`config.mk`:
```
export PLATFORM = sky130hd
export DESIGN_NAME = req_capture_encoder
export DESIGN_NICKNAME = d
export VERILOG_FILES = /design/src/rtl/req_pkg.sv /design/src/rtl/req_sync_edge.sv /design/src/rtl/req_capture_encoder.sv
export SDC_FILE = /design/constraint.sdc
export NUM_CORES = 1
export LEC_CHECK = 0
export ABC_AREA = 1
export CORE_MARGIN = 5
export CORE_UTILIZATION = 43
export DETAILED_ROUTE_END_ITERATION = 7
export PLACE_DENSITY = 0.72
export SYNTH_ARGS = -nofsm -noshare
export SYNTH_HDL_FRONTEND = slang
export SYNTH_SLANG_ARGS = --single-unit
```
`constraint.sdc`:
```
create_clock -name clk -period 0.9 [get_ports clk]
set_input_delay 0.135 -clock clk [delete_from_list [all_inputs] [get_ports clk]]
set_output_delay 0.135 -clock clk [all_outputs]
set_load 0.02 [all_outputs]
```
`src/rtl/req_pkg.sv`:
```
// Shared constants, FSM state type and priority helper for the request
// capture stage.
package req_pkg;

  localparam int unsigned N_REQ  = 4;
  localparam int unsigned CODE_W = $clog2(N_REQ);

  typedef enum logic {
    IDLE,
    PRESENT
  } state_e;

  // Highest set bit wins; an all-zero mask yields 0.
  function automatic logic [CODE_W-1:0] prio_index(input logic [N_REQ-1:0] mask);
    logic [CODE_W-1:0] idx;
    idx = '0;
    for (int unsigned i = 0; i < N_REQ; i++) begin
      if (mask[i]) idx = CODE_W'(i);
    end
    return idx;
  endfunction

endpackage

```
`src/rtl/req_sync_edge.sv`:
```
// One request line: SYNC_STAGES-deep synchroniser followed by a prev flop;
// rise flags a synchronised 0->1 transition.
module req_sync_edge #(
  parameter int unsigned SYNC_STAGES = 2
) (
  input  logic clk,
  input  logic rst,
  input  logic d,
  output logic rise
);

  logic [SYNC_STAGES-1:0] sync_q, sync_d;
  logic                   prev_q, prev_d;

  always_comb begin
    sync_d    = sync_q;
    sync_d[0] = d;
    for (int unsigned i = 1; i < SYNC_STAGES; i++) begin
      sync_d[i] = sync_q[i-1];
    end
    prev_d = sync_q[SYNC_STAGES-1];
  end

  always_ff @(posedge clk or posedge rst) begin
    if (rst) begin
      sync_q <= '0;
      prev_q <= 1'b0;
    end else begin
      sync_q <= sync_d;
      prev_q <= prev_d;
    end
  end

  assign rise = sync_q[SYNC_STAGES-1] & ~prev_q;

endmodule

```
`src/rtl/req_capture_encoder.sv`:
```
// Captures synchronised request edges into sticky pending bits and presents
// the highest-priority one as a registered code with a valid/ack handshake.
module req_capture_encoder
  import req_pkg::*;
#(
  parameter int unsigned SYNC_STAGES = 2
) (
  input  logic              clk,
  input  logic              rst,
  input  logic [N_REQ-1:0]  req_in,
  input  logic              ack,
  output logic              valid,
  output logic [CODE_W-1:0] code,
  output logic [N_REQ-1:0]  pending,
  output logic              overflow,
  input  logic              clr_ovf
);

  logic [N_REQ-1:0]  rise;
  logic [N_REQ-1:0]  pending_q, pending_d;
  logic [N_REQ-1:0]  clear_vec;
  logic              overflow_q, overflow_d;
  logic              ovf_set;
  state_e            state_q, state_d;
  logic              valid_q, valid_d;
  logic [CODE_W-1:0] code_q, code_d;

  for (genvar g = 0; g < N_REQ; g++) begin : g_line
    req_sync_edge #(
      .SYNC_STAGES(SYNC_STAGES)
    ) u_sync_edge (
      .clk  (clk),
      .rst  (rst),
      .d    (req_in[g]),
      .rise (rise[g])
    );
  end

  // A coincident rise re-sets a bit being cleared, so set wins without
  // counting as an overflow.
  always_comb begin
    clear_vec  = (ack && valid_q) ? (N_REQ'(1) << code_q) : '0;
    pending_d  = (pending_q & ~clear_vec) | rise;
    ovf_set    = |(rise & pending_q & ~clear_vec);
    overflow_d = ovf_set ? 1'b1 : (clr_ovf ? 1'b0 : overflow_q);
  end

  always_comb begin
    state_d = state_q;
    valid_d = valid_q;
    code_d  = code_q;
    unique case (state_q)
      IDLE: begin
        if (|pending_q) begin
          state_d = PRESENT;
          valid_d = 1'b1;
          code_d  = prio_index(pending_q);
        end
      end
      PRESENT: begin
        if (ack) begin
          state_d = IDLE;
          valid_d = 1'b0;
        end
      end
      default: begin
        state_d = IDLE;
        valid_d = 1'b0;
      end
    endcase
  end

  always_ff @(posedge clk or posedge rst) begin
    if (rst) begin
      state_q    <= IDLE;
      valid_q    <= 1'b0;
      code_q     <= '0;
      pending_q  <= '0;
      overflow_q <= 1'b0;
    end else begin
      state_q    <= state_d;
      valid_q    <= valid_d;
      code_q     <= code_d;
      pending_q  <= pending_d;
      overflow_q <= overflow_d;
    end
  end

  assign valid    = valid_q;
  assign code     = code_q;
  assign pending  = pending_q;
  assign overflow = overflow_q;

endmodule

```
==> impl_metrics.toml <==
# implementation run metrics
[outcome]
status = "finished, violations left"
violations = "setup timing"

[global_routing]
grt_util_met2 = 0.244
grt_antenna_before_repair = 0
grtUsageMet1 = 0.167
grt_pass1_vias = 611
grt_max_degree = 22
grt.busiest_layer = "met2"

[synth]
area_leaders = "dfrtp_1, nand2_1, inv_1, nor2_1, o21ai_0"
synth_area_per_cell_um2 = 9.46
ys_warn_count = 0
yosys.stat.seqShare = 0.677
common_cells = "nand2_1, dfrtp_1, inv_1, nor2_1, o21ai_0"
yosys_cells = 82
edf_count = 0
syn_area_um2 = 776
synth_top_area_share = 0.677
yosys.area.top_type = "dfrtp_1"
synthDistinctLibCells = 12
flop_cell = "dfrtp_1"
async_flop_share = 1.00

[routing]
route.met3.wl_um = 55
drt_wl_total_um = 1630
vias_per_cell = 4.45
drtPass1Iterations = 3
drtIter0Drc = 4
antenna_left = 0
dr_wl_met2_um = 918
routed.top_layer = "met4"

[timing]
worst_slack_ns = -0.165
finalCritPeriodShare = 1.18
setup_viol = 17
slew_violations = 0
relSlewSlack = 0.897
holdWs_ns = 0.145
finalCriticalPeriod_ns = 1.07
finClkSkew_ns = 0.0180
fmax_ghz = 0.939

[layout]
largest_reg_flops = 8
area_growth_pct = 51.9
lay_top_cells = "nand2_1, dfrtp_1, inv_1"
final_core_util = 0.683
nets = 123
registers.top_by_ff_count = "g_line.u_sync_edge.sync_q"

[clocking]
insertion_delay_ns = 0.30
cts_buffers = 3
cts_buffer_depth = 2
htree_levels = 1
hold_buffers = 0
clockRootBuffer = "clkbuf_4"
post_cts_resized = 49
clkTransAtPathRegs_ns = 0.12

[worst_setup_path]
startpoint = "code[0]"
critPathMaxFanout = 4
rr_endpoint = "overflow"
timing.critical_path.buf_inv = 2
slowest_stage = "dfrtp_2"
critPathMaxStageDelay_ns = 0.44
arrival_ns = 1.27
crit_path_end = "overflow"
cp.required_ns = 1.10

[floorplanning]
die_w_um = 52.5
fp_util = 0.449
boundaryPins = 16
chipArea_um2 = 2750
die_h_um = 52.5
core-area_um2 = 1730

[worst_hold_path]
hold_path.class = "in -> async"

[power]
total_power_uw = 3670
power_density_nw_per_um2 = 3110
static-leakage-power_uw = 0.000596

[place]
routabilityCongestion = 0.771
## layout make-up
class                      count  area (um2)
fill                         144         548
clock buffer                   4        26.3
inverter                      14        56.3
sequential                    21         532
multi-input combinational     47         258
timing repair buffer          28         275
tap                           25        31.3
## metrics by stage
step	cell area, um2	setup slack, ns	instances
after floorplan	782	-0.0560	82
after detailed placement	1040	-0.326	131
final	1180	-0.165	139
after global routing	1180	-0.232	139
after global placement	1040	-0.292	131
after CTS	1090	-0.137	137
## cell families after synthesis
kind of cell    count (synthesis)  share of synthesized area
simple gates                   43                      0.229
buf+inv                        14                     0.0677
compound gates                  4                     0.0258
flops                          21                      0.677
## report_power, final
| part | switching (uW) | internal (uW) |
|---|---|---|
| Combinational | 991 | 906 |
| Sequential | 158 | 1180 |
| Clock | 265 | 172 |
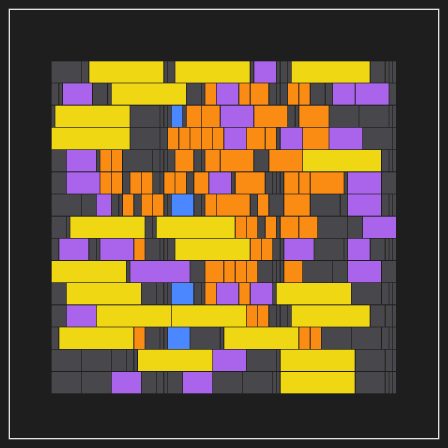
(placed cells, one color a class)
Fill, decap, tap and diode cells in gray.
| class | color | cells |
|---|---|---|
| other buffers and delay cells | purple | 28 |
| clock drivers and dummy loads | blue | 4 |
| all other logic | orange | 61 |
| flip-flops | yellow | 21 |

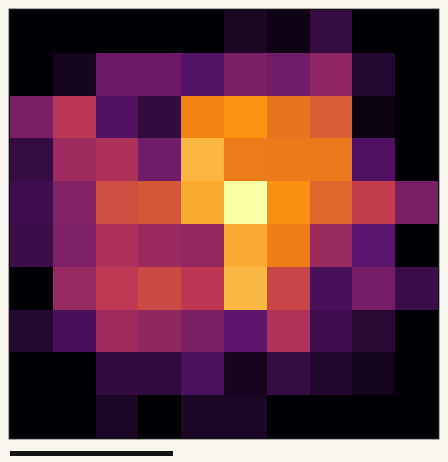
(signal metal coverage by tile)
Scale bar: 20 um. 10 x 10 tiles, from black (low) to pale yellow (high), scaled to the fullest tile. Values are wire area over tile area, all layers added.
fullest tile: 0.33
emptiest ninth of the die: bottom right
nearly empty tiles: 24%
drt wl/cell: 11.7 um
Vias: 619

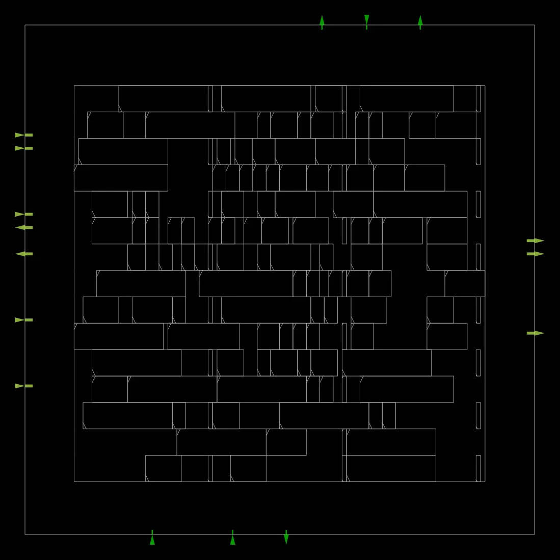
(placed standard cells)
final non-filler cell total: 139
cell row count: 15
sequential share of cell area: 0.451
Tapcells: 25

No activity file was given, so power comes from the tool's default toggle rates.
